`config.mk`:
```
export PLATFORM = sky130hd
export DESIGN_NAME = rv_ctrl_fsm
export DESIGN_NICKNAME = d
export VERILOG_FILES = /design/src/rtl/rv_ctrl_pkg.sv /design/src/rtl/alu_decoder.sv /design/src/rtl/rv_ctrl_fsm.sv
export SDC_FILE = /design/constraint.sdc
export NUM_CORES = 1
export LEC_CHECK = 0
export CAP_MARGIN = 20
export CORE_UTILIZATION = 37
export CTS_CLUSTER_DIAMETER = 100
export DETAILED_ROUTE_END_ITERATION = 8
export GPL_TIMING_DRIVEN = 0
export PLACE_DENSITY = 0.85
export SYNTH_ARGS = -nofsm -noshare
export SYNTH_HDL_FRONTEND = slang
export SYNTH_SLANG_ARGS = --single-unit
```
`constraint.sdc`:
```
create_clock -name clk -period 2.6 [get_ports clk]
set_input_delay 0.26 -clock clk [delete_from_list [all_inputs] [get_ports clk]]
set_output_delay 0.26 -clock clk [all_outputs]
set_load 0.02 [all_outputs]
```
`src/rtl/rv_ctrl_pkg.sv`:
```
// Shared types and encodings for the multi-cycle RV32I control sequencer.
// Holds the state enum, opcode constants, datapath select codes and control word layout.
package rv_ctrl_pkg;

    typedef enum logic [3:0] {
        S_FETCH,
        S_DECODE,
        S_MEMADR,
        S_MEMREAD,
        S_MEMWB,
        S_MEMWRITE,
        S_EXECR,
        S_EXECI,
        S_ALUWB,
        S_BRANCH,
        S_JAL,
        S_LUI,
        S_FAULT
    } state_t;

    localparam logic [6:0] OP_LOAD   = 7'b0000011;
    localparam logic [6:0] OP_STORE  = 7'b0100011;
    localparam logic [6:0] OP_RTYPE  = 7'b0110011;
    localparam logic [6:0] OP_ITYPE  = 7'b0010011;
    localparam logic [6:0] OP_BRANCH = 7'b1100011;
    localparam logic [6:0] OP_JAL    = 7'b1101111;
    localparam logic [6:0] OP_LUI    = 7'b0110111;

    localparam logic [2:0] ALU_ADD = 3'b000;
    localparam logic [2:0] ALU_SLL = 3'b001;
    localparam logic [2:0] ALU_XOR = 3'b100;
    localparam logic [2:0] ALU_SRL = 3'b101;
    localparam logic [2:0] ALU_OR  = 3'b110;
    localparam logic [2:0] ALU_AND = 3'b111;

    localparam logic [1:0] SRCA_PC    = 2'b00;
    localparam logic [1:0] SRCA_OLDPC = 2'b01;
    localparam logic [1:0] SRCA_RS1   = 2'b10;
    localparam logic [1:0] SRCA_ZERO  = 2'b11;

    localparam logic [1:0] SRCB_RS2  = 2'b00;
    localparam logic [1:0] SRCB_IMM  = 2'b01;
    localparam logic [1:0] SRCB_FOUR = 2'b10;

    localparam logic [1:0] RES_ALUOUT = 2'b00;
    localparam logic [1:0] RES_MEM    = 2'b01;
    localparam logic [1:0] RES_ALU    = 2'b10;

    localparam logic [2:0] IMM_I = 3'b000;
    localparam logic [2:0] IMM_S = 3'b001;
    localparam logic [2:0] IMM_B = 3'b010;
    localparam logic [2:0] IMM_J = 3'b011;
    localparam logic [2:0] IMM_U = 3'b100;

    typedef struct packed {
        logic       mem_req;
        logic       mem_write;
        logic       adr_src;
        logic       ir_write;
        logic       pc_write;
        logic       reg_write;
        logic [1:0] alu_src_a;
        logic [1:0] alu_src_b;
        logic [2:0] alu_ctrl;
        logic [1:0] result_src;
        logic [2:0] imm_src;
        logic       illegal;
    } ctrl_t;

    localparam ctrl_t CTRL_IDLE = '0;

    // Where DECODE goes next; an illegal encoding of a known opcode also lands in FAULT.
    function automatic state_t decode_target(input logic [6:0] opcode, input logic op_legal);
        state_t target;
        target = S_FAULT;
        case (opcode)
            OP_LOAD, OP_STORE: target = S_MEMADR;
            OP_RTYPE:          target = op_legal ? S_EXECR  : S_FAULT;
            OP_ITYPE:          target = op_legal ? S_EXECI  : S_FAULT;
            OP_BRANCH:         target = op_legal ? S_BRANCH : S_FAULT;
            OP_JAL:            target = S_JAL;
            OP_LUI:            target = S_LUI;
            default:           target = S_FAULT;
        endcase
        return target;
    endfunction

endpackage

```
`src/rtl/alu_decoder.sv`:
```
// Maps funct3/funct7[5] to an ALU operation code and flags encodings this core does not support.
// Shared by the execute states and the legality check done during DECODE.
module alu_decoder
    import rv_ctrl_pkg::*;
(
    input  logic [2:0] funct3,
    input  logic       funct7_5,
    input  logic       is_rtype,
    output logic [2:0] alu_ctrl,
    output logic       legal
);

    always_comb begin
        alu_ctrl = ALU_ADD;
        legal    = 1'b1;
        case (funct3)
            3'b000:  alu_ctrl = ALU_ADD;
            3'b001:  alu_ctrl = ALU_SLL;
            3'b100:  alu_ctrl = ALU_XOR;
            3'b101:  alu_ctrl = ALU_SRL;
            3'b110:  alu_ctrl = ALU_OR;
            3'b111:  alu_ctrl = ALU_AND;
            default: legal    = 1'b0;
        endcase
        // sub/sra (R-type) and srai (I-type shift-right) need an ALU op we do not have
        if (funct7_5 && (is_rtype || funct3 == 3'b101)) begin
            legal = 1'b0;
        end
    end

endmodule

```
`src/rtl/rv_ctrl_fsm.sv`:
```
// Multi-cycle RV32I control sequencer: walks fetch/decode/execute/memory/writeback and
// drives the shared datapath strobes combinationally from state, instr and mem_ready.
module rv_ctrl_fsm
    import rv_ctrl_pkg::*;
#(
    parameter int DATA_WIDTH    = 32,
    parameter int ALUCTRL_WIDTH = 3
) (
    input  logic                     clk,
    input  logic                     rst_n,
    input  logic [DATA_WIDTH-1:0]    instr,
    input  logic                     mem_ready,
    input  logic                     ResultZero,
    output logic                     mem_req,
    output logic                     MemWrite,
    output logic                     AdrSrc,
    output logic                     IRwrite,
    output logic                     PCwrite,
    output logic                     RegWrite,
    output logic [1:0]               ALUsrcA,
    output logic [1:0]               ALUsrcB,
    output logic [ALUCTRL_WIDTH-1:0] ALUctrl,
    output logic [1:0]               ResultSrc,
    output logic [2:0]               ImmSrc,
    output logic                     illegal
);

    state_t state_reg;
    state_t state_next;
    ctrl_t  ctrl;
    ctrl_t  ctrl_out;

    logic [6:0] opcode;
    logic [2:0] funct3;
    logic       is_rtype;
    logic       is_itype;
    logic       is_branch;
    logic       is_store;
    logic       is_jal;
    logic [2:0] dec_alu_ctrl;
    logic       dec_legal;
    logic       op_legal;
    logic       unused_bits;

    assign opcode    = instr[6:0];
    assign funct3    = instr[14:12];
    assign is_rtype  = (opcode == OP_RTYPE);
    assign is_itype  = (opcode == OP_ITYPE);
    assign is_branch = (opcode == OP_BRANCH);
    assign is_store  = (opcode == OP_STORE);
    assign is_jal    = (opcode == OP_JAL);

    assign unused_bits = ^{instr[DATA_WIDTH-1:31], instr[29:15], instr[11:7]};

    alu_decoder u_alu_decoder (
        .funct3   (funct3),
        .funct7_5 (instr[30]),
        .is_rtype (is_rtype),
        .alu_ctrl (dec_alu_ctrl),
        .legal    (dec_legal)
    );

    always_comb begin
        op_legal = 1'b1;
        if (is_rtype || is_itype) begin
            op_legal = dec_legal;
        end else if (is_branch) begin
            op_legal = (funct3[2:1] == 2'b00);
        end
    end

    always_ff @(posedge clk or negedge rst_n) begin
        if (!rst_n) begin
            state_reg <= S_FETCH;
        end else begin
            state_reg <= state_next;
        end
    end

    always_comb begin
        state_next = state_reg;
        ctrl       = CTRL_IDLE;
        case (state_reg)
            S_FETCH: begin
                ctrl.mem_req = 1'b1;
                ctrl.adr_src = 1'b0;
                if (mem_ready) begin
                    ctrl.ir_write   = 1'b1;
                    ctrl.pc_write   = 1'b1;
                    ctrl.alu_src_a  = SRCA_PC;
                    ctrl.alu_src_b  = SRCB_FOUR;
                    ctrl.alu_ctrl   = ALU_ADD;
                    ctrl.result_src = RES_ALU;
                    state_next      = S_DECODE;
                end
            end
            S_DECODE: begin
                // oldPC + imm lands in ALUout so BRANCH/JAL can reuse it as the target
                ctrl.alu_src_a = SRCA_OLDPC;
                ctrl.alu_src_b = SRCB_IMM;
                ctrl.alu_ctrl  = ALU_ADD;
                ctrl.imm_src   = is_jal ? IMM_J : IMM_B;
                state_next     = decode_target(opcode, op_legal);
            end
            S_MEMADR: begin
                ctrl.alu_src_a = SRCA_RS1;
                ctrl.alu_src_b = SRCB_IMM;
                ctrl.alu_ctrl  = ALU_ADD;
                ctrl.imm_src   = is_store ? IMM_S : IMM_I;
                state_next     = is_store ? S_MEMWRITE : S_MEMREAD;
            end
            S_MEMREAD: begin
                ctrl.mem_req = 1'b1;
                ctrl.adr_src = 1'b1;
                if (mem_ready) begin
                    state_next = S_MEMWB;
                end
            end
            S_MEMWB: begin
                ctrl.result_src = RES_MEM;
                ctrl.reg_write  = 1'b1;
                state_next      = S_FETCH;
            end
            S_MEMWRITE: begin
                ctrl.mem_req   = 1'b1;
                ctrl.mem_write = 1'b1;
                ctrl.adr_src   = 1'b1;
                if (mem_ready) begin
                    state_next = S_FETCH;
                end
            end
            S_EXECR: begin
                ctrl.alu_src_a = SRCA_RS1;
                ctrl.alu_src_b = SRCB_RS2;
                ctrl.alu_ctrl  = dec_alu_ctrl;
                state_next     = S_ALUWB;
            end
            S_EXECI: begin
                ctrl.alu_src_a = SRCA_RS1;
                ctrl.alu_src_b = SRCB_IMM;
                ctrl.imm_src   = IMM_I;
                ctrl.alu_ctrl  = dec_alu_ctrl;
                state_next     = S_ALUWB;
            end
            S_ALUWB: begin
                ctrl.result_src = RES_ALUOUT;
                ctrl.reg_write  = 1'b1;
                state_next      = S_FETCH;
            end
            S_BRANCH: begin
                // xor of rs1/rs2 is zero exactly when the operands are equal
                ctrl.alu_src_a  = SRCA_RS1;
                ctrl.alu_src_b  = SRCB_RS2;
                ctrl.alu_ctrl   = ALU_XOR;
                ctrl.result_src = RES_ALUOUT;
                ctrl.pc_write   = funct3[0] ? !ResultZero : ResultZero;
                state_next      = S_FETCH;
            end
            S_JAL: begin
                ctrl.alu_src_a  = SRCA_OLDPC;
                ctrl.alu_src_b  = SRCB_FOUR;
                ctrl.alu_ctrl   = ALU_ADD;
                ctrl.result_src = RES_ALUOUT;
                ctrl.pc_write   = 1'b1;
                state_next      = S_ALUWB;
            end
            S_LUI: begin
                ctrl.alu_src_a = SRCA_ZERO;
                ctrl.alu_src_b = SRCB_IMM;
                ctrl.imm_src   = IMM_U;
                ctrl.alu_ctrl  = ALU_ADD;
                state_next     = S_ALUWB;
            end
            S_FAULT: begin
                ctrl.illegal = 1'b1;
                state_next   = S_FAULT;
            end
            default: begin
                state_next = S_FAULT;
            end
        endcase
    end

    // Gating with rst_n drops every strobe the instant reset is asserted, FETCH included.
    assign ctrl_out = rst_n ? ctrl : CTRL_IDLE;

    assign mem_req   = ctrl_out.mem_req;
    assign MemWrite  = ctrl_out.mem_write;
    assign AdrSrc    = ctrl_out.adr_src;
    assign IRwrite   = ctrl_out.ir_write;
    assign PCwrite   = ctrl_out.pc_write;
    assign RegWrite  = ctrl_out.reg_write;
    assign ALUsrcA   = ctrl_out.alu_src_a;
    assign ALUsrcB   = ctrl_out.alu_src_b;
    assign ALUctrl   = ALUCTRL_WIDTH'(ctrl_out.alu_ctrl);
    assign ResultSrc = ctrl_out.result_src;
    assign ImmSrc    = ctrl_out.imm_src;
    assign illegal   = ctrl_out.illegal;

    fault_sticky: assert property (@(posedge clk) disable iff (!rst_n)
        state_reg == S_FAULT |=> state_reg == S_FAULT);

    write_needs_req: assert property (@(posedge clk) disable iff (!rst_n)
        MemWrite |-> mem_req);

    ir_load_advances_pc: assert property (@(posedge clk) disable iff (!rst_n)
        IRwrite |-> PCwrite);

endmodule

```
Fig. 1: run 1, selected gate families
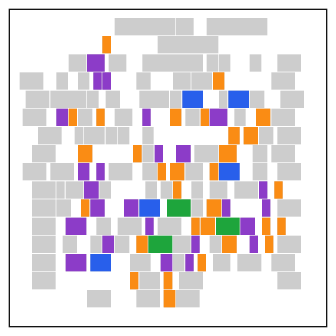
- purple: NAND gates (cells 25)
- green: multiplexers (cells 3)
- orange: NOR gates (cells 30)
- blue: XOR/XNOR gates (cells 5)

Fig. 2: run 1, signal wires on met2
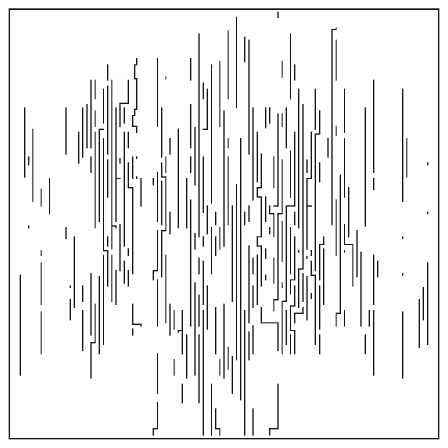
- nets with wire on the layer: 144
- main direction: vertical
- wire length on this layer: 1200 microns
- share of all routed wire: 54%
- longest straight run: 28.9 microns

Fig. 3: run 1, clock nets
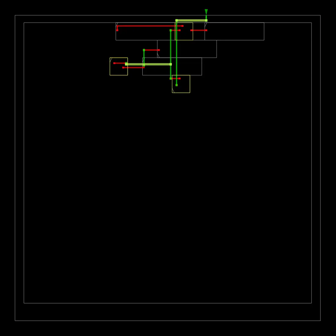
maximum clock skew at final layout: 2.98 ps
number of clock buffer instances in the layout: 3
flip-flops: 4
worst skew pair latency: 230 ps

==> out/notes.md, run 1 <==
The total global-route track usage was 0.218; the share of layout cells above drive strength 1 was 0.0784. The master of the slowest instance on the critical path was clkdlybuf4s50_1. The arrival time of data at the worst endpoint is listed as 2110 ps. Note that the worst hold path type here is primary input to async pin. With the global routing usage on met3 at 0.0308, the worst-case reg-to-reg path depth is 6. The tools report the endpoint kind of the worst setup timing path as a primary output.

The die covers 0.00224 sq mm. The tools report the final RePlAce weighted congestion as 0.919. The clock net in this run drives a total of 4 sinks.

With the internal power of the cells at 0.000416 W, the area added between synthesis and finish is 50.6%. The critical path is of the register to primary output type. TritonCTS built the clock tree. Top flip-flop cell by instance count after synthesis: dfrtp_1. The first global-routing pass estimated 3.64 mm of wire.

The routed design shows a wire length per standard cell of 12.4 microns. The switching share of power was 0.490; the violation tally from detailed-route iteration zero was 17. The tools report the remaining global-route overflow as 0. After synthesis, the netlist uses 37 different library cells. The run finished with clean final reports. In the final timing run, aggregate negative setup slack is 0 ps.
[run 1: metrics by stage]
| stage | utilization | worst slack [ps] | area, sq um |
|---|---|---|---|
| 2_1_floorplan | - | 768 | 762 |
| 3_3_place_gp | 0.580 | 11.9 | 1130 |
| 3_5_place_dp | 0.580 | -12.8 | 1130 |
| 4_1_cts | 0.591 | 231 | 1150 |
| 5_1_grt | 0.591 | 95.1 | 1150 |
| 6_report | 0.591 | 225 | 1150 |
[run 1: synthesized netlist by cell type (3+ instances only)]
cell type / number / area [sq um]
nor3_1: 5 / 25.0
nor2b_1: 7 / 43.8
nand2b_1: 3 / 18.8
nand3_1: 4 / 20.0
mux2i_1: 3 / 30.0
o211ai_1: 3 / 22.5
a21oi_1: 9 / 45.0
nand2_1: 12 / 45.0
o21ai_0: 4 / 20.0
dfrtp_1: 4 / 100
xnor2_1: 4 / 35.0
buf_2: 6 / 30.0
nor2_1: 17 / 63.8
and3_1: 7 / 43.8
[run 1: worst register-to-register path, delay by kind of cell, from the launching register on]
kind / cells / cell delay, ps
AOI/OAI and AO/OA: 1 / 160
buffers and inverters: 1 / 170
DFF: 1 / 350
and+or+nand+nor: 4 / 870
[run 1: power groups by stage]
stage	clock network (W)	logic (W)	registers, W
2_1_floorplan	0	0.000433	0.0000968
3_3_place_gp	0	0.000618	0.000101
3_5_place_dp	0	0.000637	0.000102
4_1_cts	0.0000765	0.000639	0.000101
5_1_grt	0.0000848	0.000702	0.000106
6_report	0.0000737	0.000640	0.000102
[run 1: layout make-up]
class	count	share of cell area
well taps	27	0.0294
flip-flops and latches	4	0.0872
inverters	2	0.00654
clock buffers	3	0.0196
multi-input cells	104	0.541
repair buffers	33	0.287
plain buffers	7	0.0294
[run 1: layout by cell type (no fill, tap or decap), drive strengths merged, types with 3 or more instances in the layout]
cell type,count
dfrtp,4
and3,7
clkdlybuf4s50,32
xnor2,4
nor3,5
mux2i,3
clkbuf,4
buf,6
nor2,17
nand2,12
nor2b,7
o211ai,3
nand3,4
o21ai,5
nand2b,4
a21oi,9
[run 1: final timing paths]
check	slack, ps	startpoint	endpoint
max in group asynchronous	1960	rst_n	state_reg[1]
min	340	rst_n	state_reg[2]
min reg2reg	830	state_reg[3]	state_reg[2]
max reg2reg	970	state_reg[2]	state_reg[2]
max	230	state_reg[2]	ALUsrcB[0]
min in group clk	750	instr[0]	state_reg[1]
[run 1: per-layer routing]
metal | vias to the layer above | wire length, microns
met4 | 0 | 5
li1 | 497 | -
met5 | - | 0
met3 | 2 | 128
met2 | 46 | 1200
met1 | 467 | 890
[run 1: logic make-up after synthesis]
logic type,Yosys count,share of synthesized area
compound gates,30,0.269
xor+xnor,5,0.0575
buf+inv,9,0.0542
flops,4,0.131
mux,3,0.0394
simple gates,66,0.448
[run 1: repair_timing]
item	CTS	global route
buffers inserted	0	0
setup endpoints to repair	1	0
gates resized	1	0
==> run 1 -> run 2 <==
--- a/config.mk
+++ b/config.mk
@@ -11,6 +11,7 @@
 export DETAILED_ROUTE_END_ITERATION = 8
 export GPL_TIMING_DRIVEN = 0
 export PLACE_DENSITY = 0.85
+export SKIP_LAST_GASP = 1
 export SYNTH_ARGS = -nofsm -noshare
 export SYNTH_HDL_FRONTEND = slang
 export SYNTH_SLANG_ARGS = --single-unit
Fig. 4: run 2, clock nets
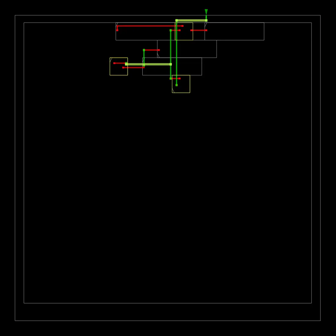
clock net sink count: 4
power dissipated in the clock network: 0.0000737 W
clock buffer count from CTS: 3

Fig. 5: run 2, cell sizes after repair
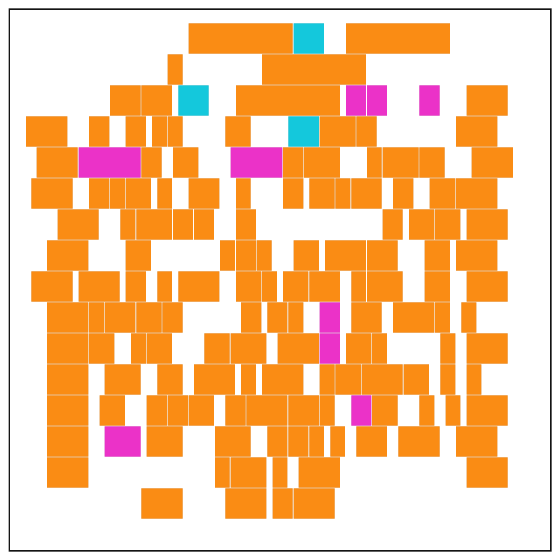
- orange: drive 1 or less (cells 141; share 92%)
- cyan: drive 3 to 4 (cells 3; share 2.0%)
- magenta: drive 2 (cells 9; share 5.9%)

==> out/notes.md, run 2 <==
Master of the slowest instance on the critical path: clkdlybuf4s50_1 (unchanged). The critical path arrival is 2110 ps (about the same). The tools report the timing endpoint of the critical path as ALUsrcB[0] (unchanged). Share of layout cells above drive strength 1: 0.0784 (unchanged). The post-CTS resize count was 1 (unchanged).

The most common library cell in the layout ignoring fill and taps was clkdlybuf4s50_1 (unchanged). The worst setup path category was register to primary output (unchanged). The top flip-flop cell by instance count after synthesis is dfrtp_1 (unchanged).

Most numerous cell in the Yosys netlist: nor2_1 (unchanged). The worst setup margin came out at 225 ps (unchanged). Class of the tightest hold or removal check: primary input to async pin (unchanged).

The endpoint kind of the worst setup timing path was a primary output (unchanged). The run gives 6 (unchanged) for the worst-case reg-to-reg path depth. The flow ran to the end, and the final reports show no timing, DRC or antenna violations. The tools report the end of the worst register-to-register path as state_reg[2] (unchanged). The final RePlAce weighted congestion was 0.919 (unchanged). Most numerous logic cells after layout: clkdlybuf4s50_1, nor2_1, nand2_1 (unchanged).

The wire length per cell works out to 12.4 microns (unchanged). The setup clock skew after layout was 2.98 ps (unchanged). The tools report the critical register-to-register path startpoint as state_reg[2] (unchanged).

The run gives 0 (unchanged) as the post-CTS setup buffer count. The switching share of power works out to 0.490 (unchanged). The area added between synthesis and finish was 50.6% (unchanged).

The run gives -12.8 ps (unchanged) as the pre-CTS worst setup slack. The leading area contributor after synthesis was dfrtp_1 (unchanged). For the die area, the log shows 0.00224 sq mm (unchanged).

The run gives 0.000416 W (unchanged) for the internal power of the cells. The share of the synthesized area in the top cell type was 0.131 (unchanged). Main area contributors: dfrtp_1, nor2_1, a21oi_1 (unchanged).

The number of distinct library cells after synthesis was 37 (unchanged). TritonCTS built the clock tree. The source of the critical timing path was state_reg[2] (unchanged).
## run 2: cell counts in the layout (fill, tap and decap cells not counted)
No cell type changed its count.
## run 2: power groups by stage
stage | Sequential, W | Clock [W] | Combinational [W]
2_1_floorplan | 0.0000968 | 0 | 0.000433
3_3_place_gp | 0.000101 | 0 | 0.000618
3_5_place_dp | 0.000102 | 0 | 0.000637
4_1_cts | 0.000101 | 0.0000765 | 0.000639
5_1_grt | 0.000106 | 0.0000848 | 0.000702
6_report | 0.000102 | 0.0000737 | 0.000640
## run 2: per-layer routing
metal	vias to the layer above	wire length, microns	GRT usage
met3	2	128	0.0308
met5	-	0	0
met4	0	5	0.0171
met1	467	890	0.264
li1	497	-	-
met2	46	1200	0.416
## run 2: logic make-up (layout without fill, tap and decap cells)
| family | Yosys count | count (layout) | share of synthesized area |
|---|---|---|---|
| buf+inv | 9 | 45 | 0.0542 |
| xor+xnor | 5 | 5 | 0.0575 |
| mux | 3 | 3 | 0.0394 |
| compound gates | 30 | 30 | 0.269 |
| flops | 4 | 4 | 0.131 |
| simple gates | 66 | 66 | 0.448 |
## run 2: area by class of cell
cell class | instances | area (sq um)
plain buffers | 7 | 33.8
clock buffers | 3 | 22.5
fillers | 211 | 795
inverters | 2 | 7.51
multi-input cells | 104 | 621
flip-flops and latches | 4 | 100
well taps | 27 | 33.8
repair buffers | 33 | 329
## run 2: per-stage QoR
step	util	setup TNS (ps)	power (W)	instance area [sq um]	hold WS, ps
CTS	0.591	0	0.000817	1150	337
finish	0.591	0	0.000816	1150	340
floorplan	-	0	0.000530	762	-35.6
global placement	0.580	0	0.000719	1130	572
detailed placement	0.580	-12.8	0.000739	1130	576
global route	0.591	0	0.000892	1150	359
## run 2: how the worst min path moves through the flow
| stage | startpoint | end | slack [ps] | depth (start not counted) |
|---|---|---|---|---|
| floorplan | rst_n | state_reg[0] | -40 | 0 |
| global placement | rst_n | state_reg[2] | 570 | 1 |
| detailed placement | rst_n | state_reg[2] | 580 | 1 |
| CTS | rst_n | state_reg[2] | 340 | 1 |
| global route | rst_n | state_reg[2] | 360 | 1 |
| finish | rst_n | state_reg[2] | 340 | 1 |
## run 2: worst register-to-register path: cells and delay by family, from the launching register on
| kind | cells | cell delay (ps) |
|---|---|---|
| buffers and inverters | 1 | 170 |
| AND-OR/OR-AND | 1 | 160 |
| flip-flops | 1 | 350 |
| AND/OR/NAND/NOR | 4 | 870 |
==> run 2 -> run 3 <==
--- a/config.mk
+++ b/config.mk
@@ -6,11 +6,11 @@
 export NUM_CORES = 1
 export LEC_CHECK = 0
 export CAP_MARGIN = 20
-export CORE_UTILIZATION = 37
+export CORE_UTILIZATION = 31
 export CTS_CLUSTER_DIAMETER = 100
 export DETAILED_ROUTE_END_ITERATION = 8
 export GPL_TIMING_DRIVEN = 0
-export PLACE_DENSITY = 0.85
+export PLACE_DENSITY = 0.76
 export SKIP_LAST_GASP = 1
 export SYNTH_ARGS = -nofsm -noshare
 export SYNTH_HDL_FRONTEND = slang
==> constraint.sdc (replaced) <==
create_clock -name clk -period 2 [get_ports clk]
set_input_delay 0.2 -clock clk [delete_from_list [all_inputs] [get_ports clk]]
set_output_delay 0.2 -clock clk [all_outputs]
set_load 0.02 [all_outputs]
Fig. 6: run 3, cell sizes after repair
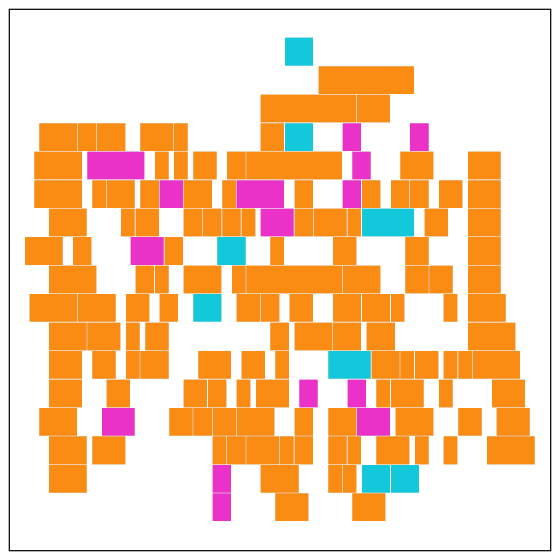
- magenta: drive 2 (cells 15; share 9.7%)
- cyan: drive 3 to 4 (cells 8; share 5.2%)
- orange: drive 1 or less (cells 131; share 85%)

Fig. 7: run 3, selected gate families
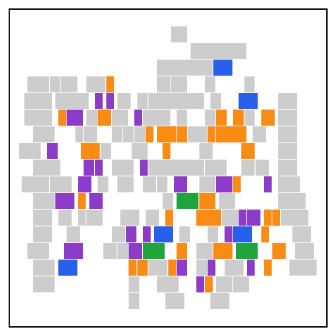
- orange: NOR gates (cells 30)
- blue: XOR/XNOR gates (cells 5)
- green: multiplexers (cells 3)
- purple: NAND gates (cells 25)

==> out/notes.md, run 3 <==
Wire length on met1: 998 microns (was 890 microns). For the critical path arrival, the log shows 1730 ps (was 2110 ps). Main area contributors: dfrtp_1, nor2_1, a21oi_1 (unchanged). Commonest cells post-synth: nor2_1, nand2_1, a21oi_1 (unchanged). The tools report the number of distinct library cells after synthesis as 37 (unchanged).

Most numerous logic cells after layout: nor2_1, dlygate4sd2_1, nand2_1 (was clkdlybuf4s50_1, nor2_1, nand2_1). The run finished with clean final reports. Clock sink count: 4 (unchanged).

Leading area contributor after synthesis: dfrtp_1 (unchanged). The tools report the overall power of the completed layout as 0.00105 W (was 0.000816 W). Share of layout cells above drive strength 1: 0.149 (was 0.0784). The tools report the global-route wire length before repair as 3.75 mm (was 3.64 mm).

The most numerous cell in the Yosys netlist was nor2_1 (unchanged). The most common library cell in the layout ignoring fill and taps was nor2_1 (was clkdlybuf4s50_1). The internal power of the cells was 0.000524 W (was 0.000416 W); the total negative slack for setup checks was 0 ps (unchanged). The area added between synthesis and finish was 54.2% (was 50.6%).

The wire length per cell is 12.7 microns (was 12.4 microns). The tools report the final-layout fill cell count as 257 (was 211). The endpoint kind of the worst setup timing path was a primary output (unchanged).

The final RePlAce weighted congestion is 0.870 (was 0.919).
==> run 3: cell counts after synthesis <==
Identical to the previous run, type by type.
==> run 3: final cells by class <==
type	count	share of cell area
Buffer	7	0.0341
Clock buffer	3	0.0192
Inverter	2	0.00639
Multi-Input combinational cell	104	0.550
Sequential cell	4	0.0852
Tap cell	28	0.0298
Timing Repair Buffer	34	0.276
==> run 3: critical path: stages <==
cell,delay (ps)
clkdlybuf4s50_1,520
nand2_1,130
and4b_1,290
nor2b_2,160
a21oi_1,70
nor3_1,170
clkbuf_2,190
==> run 3: logic make-up (layout without fill, tap and decap cells) <==
logic type	count (synthesis)	after routing	share of synthesized area
mux	3	3	0.0394
buf+inv	9	46	0.0542
compound gates	30	30	0.269
xor+xnor	5	5	0.0575
flops	4	4	0.131
simple gates	66	66	0.448
==> run 3: what timing repair did <==
item / CTS / global route
setup buffers: 0 / 1
endpoints found under the setup margin: 19 / 7
cloned: 0 / 0
resized: 22 / 20
pin swaps: 0 / 1
==> run 3: power groups by stage <==
stage	sequential, W	combinational, W	clock [W]
2_1_floorplan	0.000126	0.000563	0
3_3_place_gp	0.000132	0.000811	0
3_5_place_dp	0.000131	0.000826	0
4_1_cts	0.000134	0.000803	0.000102
5_1_grt	0.000141	0.000891	0.000108
6_report	0.000137	0.000815	0.0000985
==> run 3: stage by stage <==
step                      worst slack (ps)  area, sq um  utilization
after global routing                 -59.3         1170        0.521
after floorplan                        228          762            -
final                                 68.1         1170        0.521
after detailed placement              -516         1130        0.500
after global placement                -478         1130        0.500
after CTS                             -254         1140        0.507
==> run 3: final timing paths <==
check / start / to / slack, ps / depth (start not counted)
worst max-delay path: instr[1] / ImmSrc[0] / 70 / 7
worst min-delay path: rst_n / state_reg[0] / 10 / 1
worst max register to register: state_reg[2] / state_reg[0] / 580 / 6
worst min register to register: state_reg[2] / state_reg[3] / 740 / 3
max in group asynchronous: rst_n / state_reg[3] / 1680 / 1
min in group clk: instr[3] / state_reg[0] / 470 / 4
==> run 3: routing by layer <==
metal  track usage  up-vias
met1         0.208      440
met3        0.0175        3
li1              -      500
met2         0.364       38
met4        0.0405        0
met5             0        -
Power is estimated from default activity; no workload was simulated.
